### src/rtl/mul_div_sequencer.sv
// mul_div_sequencer: 32-step radix-2 Booth multiply / restoring divide into hi/lo with start/busy/done handshake.
// Divider (DIV, FIX states and div_by_zero) is compiled in only when MULDIV_DIV_EN is defined.
module mul_div_sequencer #(
  parameter int WIDTH = 32,
  parameter int CNT_W = 6
) (
  input  logic             clock,
  input  logic             clear,
  input  logic             start,
  input  logic             op,
  input  logic [WIDTH-1:0] a,
  input  logic [WIDTH-1:0] b,
  output logic             busy,
  output logic             done,
  output logic [WIDTH-1:0] hi,
  output logic [WIDTH-1:0] lo,
  output logic             div_by_zero
);
`ifdef MULDIV_DIV_EN
  typedef enum logic [2:0] {IDLE, MUL, DIV, FIX, DONE} state_t;
`else
  typedef enum logic [1:0] {IDLE, MUL, DONE} state_t;
`endif
  state_t state, state_nx;
  logic [WIDTH:0]   acc;
  logic [WIDTH-1:0] q, m;
  logic             q_1;
  logic [CNT_W-1:0] cnt;
  logic             last;
  logic [WIDTH:0]   m_x, b_sum;
  logic [1:0]       bp;
  assign last  = cnt == CNT_W'(1);
  assign m_x   = {m[WIDTH-1], m};
  assign bp    = {q[0], q_1};
  assign b_sum = (bp == 2'b01) ? acc + m_x : (bp == 2'b10) ? acc - m_x : acc;
`ifdef MULDIV_DIV_EN
  // acc[WIDTH-1:0] holds the partial remainder, q the quotient bits, m the divisor magnitude
  logic [WIDTH-1:0] a_l, a_abs, b_abs, r_sh, r_n;
  logic [WIDTH:0]   trial;
  logic             neg_q, neg_r;
  assign a_abs = a[WIDTH-1] ? -a : a;
  assign b_abs = b[WIDTH-1] ? -b : b;
  assign r_sh  = {acc[WIDTH-2:0], q[WIDTH-1]};
  assign trial = {1'b0, r_sh} - {1'b0, m};
  assign r_n   = trial[WIDTH] ? r_sh : trial[WIDTH-1:0];
  assign busy  = state == MUL || state == DIV || state == FIX;
`else
  logic unused_op;
  assign unused_op = op;
  assign busy      = state == MUL;
`endif
  assign done = state == DONE;
  always_ff @(posedge clock or negedge clear)
    if (!clear) state <= IDLE;
    else state <= state_nx;
  always_comb begin
    state_nx = state;
    unique case (state)
`ifdef MULDIV_DIV_EN
      IDLE: if (start) state_nx = !op ? MUL : (b == '0) ? FIX : DIV;
      MUL:  if (last) state_nx = DONE;
      DIV:  if (last) state_nx = FIX;
      FIX:  state_nx = DONE;
`else
      IDLE: if (start) state_nx = MUL;
      MUL:  if (last) state_nx = DONE;
`endif
      DONE: state_nx = IDLE;
      default: state_nx = IDLE;
    endcase
  end
  always_ff @(posedge clock or negedge clear)
    if (!clear) begin
      acc         <= '0;
      q           <= '0;
      q_1         <= 1'b0;
      m           <= '0;
      cnt         <= '0;
      hi          <= '0;
      lo          <= '0;
      div_by_zero <= 1'b0;
`ifdef MULDIV_DIV_EN
      a_l         <= '0;
      neg_q       <= 1'b0;
      neg_r       <= 1'b0;
`endif
    end else begin
      case (state)
        IDLE: if (start) begin
          acc         <= '0;
          q_1         <= 1'b0;
          cnt         <= CNT_W'(WIDTH);
          div_by_zero <= 1'b0;
`ifdef MULDIV_DIV_EN
          m           <= op ? b_abs : a;
          q           <= op ? a_abs : b;
          a_l         <= a;
          neg_q       <= a[WIDTH-1] ^ b[WIDTH-1];
          neg_r       <= a[WIDTH-1];
`else
          m           <= a;
          q           <= b;
`endif
        end
        MUL: begin
          acc <= {b_sum[WIDTH], b_sum[WIDTH:1]};
          q   <= {b_sum[0], q[WIDTH-1:1]};
          q_1 <= q[0];
          cnt <= cnt - 1'b1;
          // final step writes the shifted result straight into hi/lo as DONE is entered
          if (last) {hi, lo} <= {b_sum[WIDTH:1], b_sum[0], q[WIDTH-1:1]};
        end
`ifdef MULDIV_DIV_EN
        DIV: begin
          acc <= {1'b0, r_n};
          q   <= {q[WIDTH-2:0], ~trial[WIDTH]};
          cnt <= cnt - 1'b1;
        end
        FIX: if (m == '0) begin
          lo          <= '1;
          hi          <= a_l;
          div_by_zero <= 1'b1;
        end else begin
          lo <= neg_q ? -q : q;
          hi <= neg_r ? -acc[WIDTH-1:0] : acc[WIDTH-1:0];
        end
`endif
        default: ;
      endcase
    end
endmodule

### config.mk
export PLATFORM = sky130hd
export DESIGN_NAME = mul_div_sequencer
export DESIGN_NICKNAME = d
export VERILOG_FILES = /design/src/rtl/mul_div_sequencer.sv
export SDC_FILE = /design/constraint.sdc
export NUM_CORES = 1
export LEC_CHECK = 0
export CAP_MARGIN = 20
export CELL_PAD_IN_SITES_DETAIL_PLACEMENT = 0
export CELL_PAD_IN_SITES_GLOBAL_PLACEMENT = 1
export CORE_AREA = 10 10 139 204
export CTS_BUF_LIST = sky130_fd_sc_hd__clkbuf_4 sky130_fd_sc_hd__clkbuf_8
export DETAILED_ROUTE_END_ITERATION = 16
export DIE_AREA = 0 0 149 214
export PLACE_DENSITY = 0.87
export SLEW_MARGIN = 20
export SYNTH_ARGS = -nofsm -noshare
export SYNTH_HDL_FRONTEND = slang
export SYNTH_SLANG_ARGS = --single-unit
### constraint.sdc
create_clock -name clock -period 5.3 [get_ports clock]
set_input_delay 1.06 -clock clock [delete_from_list [all_inputs] [get_ports clock]]
set_output_delay 1.06 -clock clock [all_outputs]
set_load 0.02 [all_outputs]
**Cell sizes after repair**

(2 px per um)
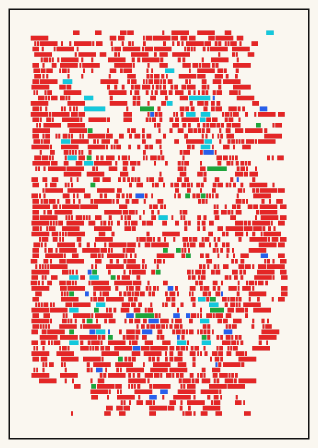
legend:
  blue:
    size: x2
    cells: 25
    share: 1.7%
    most_used: inv_2
  green:
    size: x3 and x4
    cells: 25
    share: 1.7%
    most_used: buf_4
  cyan:
    size: x6 and larger
    cells: 27
    share: 1.9%
    most_used: clkbuf_8
  red:
    size: x1 and smaller
    cells: 1365
    share: 95%
    most_used: nand2_1
post-route setup slack: 1.76 ns
area delta synth->final: 17.8%
Signal buffers: 148

**Wires at chosen ports, followed through buffers**

(2 px per um)
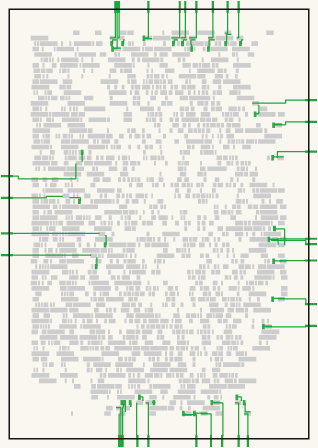
legend:
  green:
    port: `a`
    bits: 32
    direction: input
    end_cells: 32
    buffers: 32
    wire: 793 um
port bufs: 132
IO Pins: 135

==> impl_metrics.json <==
{
  "clock-sinks": 169,
  "grt_max_degree": 81,
  "worstMarginPinSlew_ns": 0.909,
  "yosysTopAreaCell": "dfrtp_1",
  "ys_seq_frac": 0.388,
  "antenna_left": 0,
  "drt_iter0_drc": 743,
  "wl_um": 35000,
  "warnings": 61,
  "antenna_found_initial": 0,
  "die_h_um": 214,
  "die_area_um2": 31900,
  "syn_area_um2": 10900,
  "crit_chain": "inv_1 -> ha_1 -> inv_1 -> fa_1 -> a21o_1 -> a221oi_2 -> o211a_1 -> o21ai_1 -> a31oi_1 -> nor4_1 -> o31a_1 -> o32a_1 -> a21oi_1",
  "antenna_cells": 0,
  "place_area_um2": 12400,
  "avgSynthCellArea_um2": 8.08,
  "cts_htree_levels": 4,
  "grt_pass1_wl_um": 56100,
  "tns_ns": 0,
  "holdBufCountCts": 0,
  "fin_util": 0.516,
  "grt_pass1_vias": 10300,
  "whs_ns": 0.481,
  "slew_headroom": 0.392,
  "async_flop_share": 1.00,
  "vias": 10300,
  "path_class": "flop to flop",
  "worst_path_most_repeated_cell": "inv_1",
  "n_fill_cell": 2478,
  "wl_per_cell_um": 19.8,
  "clk_latency_ns": 0.50,
  "crit_slowest_cell": "dfrtp_1",
  "layout_top_cells": "nand2_1 (296), dfrtp_1 (169), clkdlybuf4s50_1 (131)",
  "cts_tree": "built",
  "row_count": 71,
  "clkTransAtPathRegs_ns": 0.09,
  "vias_per_cell": 5.83,
  "drcViolationCount": 0,
  "worstPathRequired_ns": 5.72,
  "grt.overflow.total": 0,
  "clk_path_buf_depth": 2,
  "fin_area_um2": 12800,
  "ys.flops": 169,
  "hp-class": "flop to flop",
  "post-place-cells": 1739,
  "skew_ns": 0.0207,
  "grt_setup_unrepaired": "no",
  "cp_slowest_stage_delay_ns": 0.42,
  "fp-utilization": 0.439,
  "gp_congestion": 0.958,
  "grtUsageTotal": 0.218,
  "yosysChipArea_um2": 10900,
  "fmax_mhz": 282,
  "synth_warnings": 0,
  "hpwlAfterDp_um": 25100,
  "dr.pass1.iters": 6,
  "period_used_share": 0.668,
  "worstSetupStartpointType": "flop",
  "die_w_um": 149,
  "maxCapViolCount": 0,
  "layoutNonFillerInstCount": 1770,
  "status": "finished clean",
  "post_cts_resized": 0,
  "topCellsByArea": "dfrtp_1 (39%), nand2_1 (10%), ha_1 (7.7%)",
  "logic_area_um2": 6100,
  "flop_cell": "dfrtp_1",
  "crit_path_end_kind": "flop",
  "hold_violations": 0,
  "nets": 1567,
  "cts_root_buf": "clkbuf_8",
  "post_cts_buffers": 0,
  "synth_stat.cells": 1350,
  "critPathMaxFanout": 4,
  "lay_top_count": "nand2_1",
  "synthCells": 1350,
  "period_minus_slack_ns": 3.54,
  "cts_buffers": 17,
  "worstPathArrival_ns": 3.96
}
## logic make-up (layout without fill, tap and decap cells)
logic type / after synthesis / in the layout / share of synthesized area
multiplexers: 9 / 9 / 0.00872
XOR/XNOR: 6 / 6 / 0.00482
flip-flops: 169 / 169 / 0.388
AND/OR/NAND/NOR: 517 / 517 / 0.205
other: 1 / 1 / 0.000344
buffers and inverters: 154 / 246 / 0.0539
AND-OR/OR-AND: 425 / 425 / 0.259
adder cells (fa/ha/maj): 69 / 69 / 0.0805
## registers in the layout, summed over array words and instances (netlist names)
name / flops
acc: 32
state: 2
q: 32
q_1: 1
cnt: 6
m: 32
hi: 32
lo: 32
## metal layers
metal	up-vias	global-route usage	share of wire
met5	-	0	0
met4	0	0.0925	0.033
met3	75	0.0513	0.063
met2	319	0.373	0.50
met1	4988	0.252	0.40
li1	4937	-	-
## final cells by class
class | count | share of cell area
Tap cell | 328 | 0.0319
Inverter | 67 | 0.0196
Timing Repair Buffer | 148 | 0.112
Clock inverter | 11 | 0.0106
Sequential cell | 169 | 0.329
Clock buffer | 20 | 0.0214
Multi-Input combinational cell | 1027 | 0.475
## cells in the mapped netlist (all sizes together), types with 4 or more instances
master	n
nor3	21
o31a	6
o2bb2ai	8
and2	5
or3	6
nand2b	11
nor2	82
a311o	4
a41oi	4
mux2	4
o22ai	21
o221ai	5
o21ai	127
a22oi	38
inv	67
o21bai	13
nor4	12
a21oi	79
o211ai	10
nand2	297
a31oi	12
a21o	13
xnor2	5
nor2b	14
dfrtp	169
nand3	48
o21a	10
a211oi	12
a221oi	7
clkbuf	72
a311oi	4
a211o	5
buf	15
o31ai	16
and3	8
ha	67
mux2i	5
## final timing paths
| check | depth (start not counted) | slack [ns] | end | from |
|---|---|---|---|---|
| setup / recovery | 13 | 1.76 | acc[29] | acc[0] |
| hold / removal | 2 | 0.48 | lo[30] | lo[30] |
| setup reg to reg | 13 | 1.76 | acc[29] | acc[0] |
| hold reg to reg | 2 | 0.48 | lo[30] | lo[30] |
| max in group asynchronous | 2 | 3.61 | state[1] | clear |
| min in group asynchronous | 1 | 0.56 | hi[21] | clear |
## critical path, delay by kind of cell (launching register included)
| kind | cells | cell delay, ns |
|---|---|---|
| and+or+nand+nor | 1 | 0.16 |
| AOI/OAI and AO/OA | 8 | 2.21 |
| adders and majority gates | 2 | 0.54 |
| buffers and inverters | 2 | 0.13 |
| DFF | 1 | 0.42 |
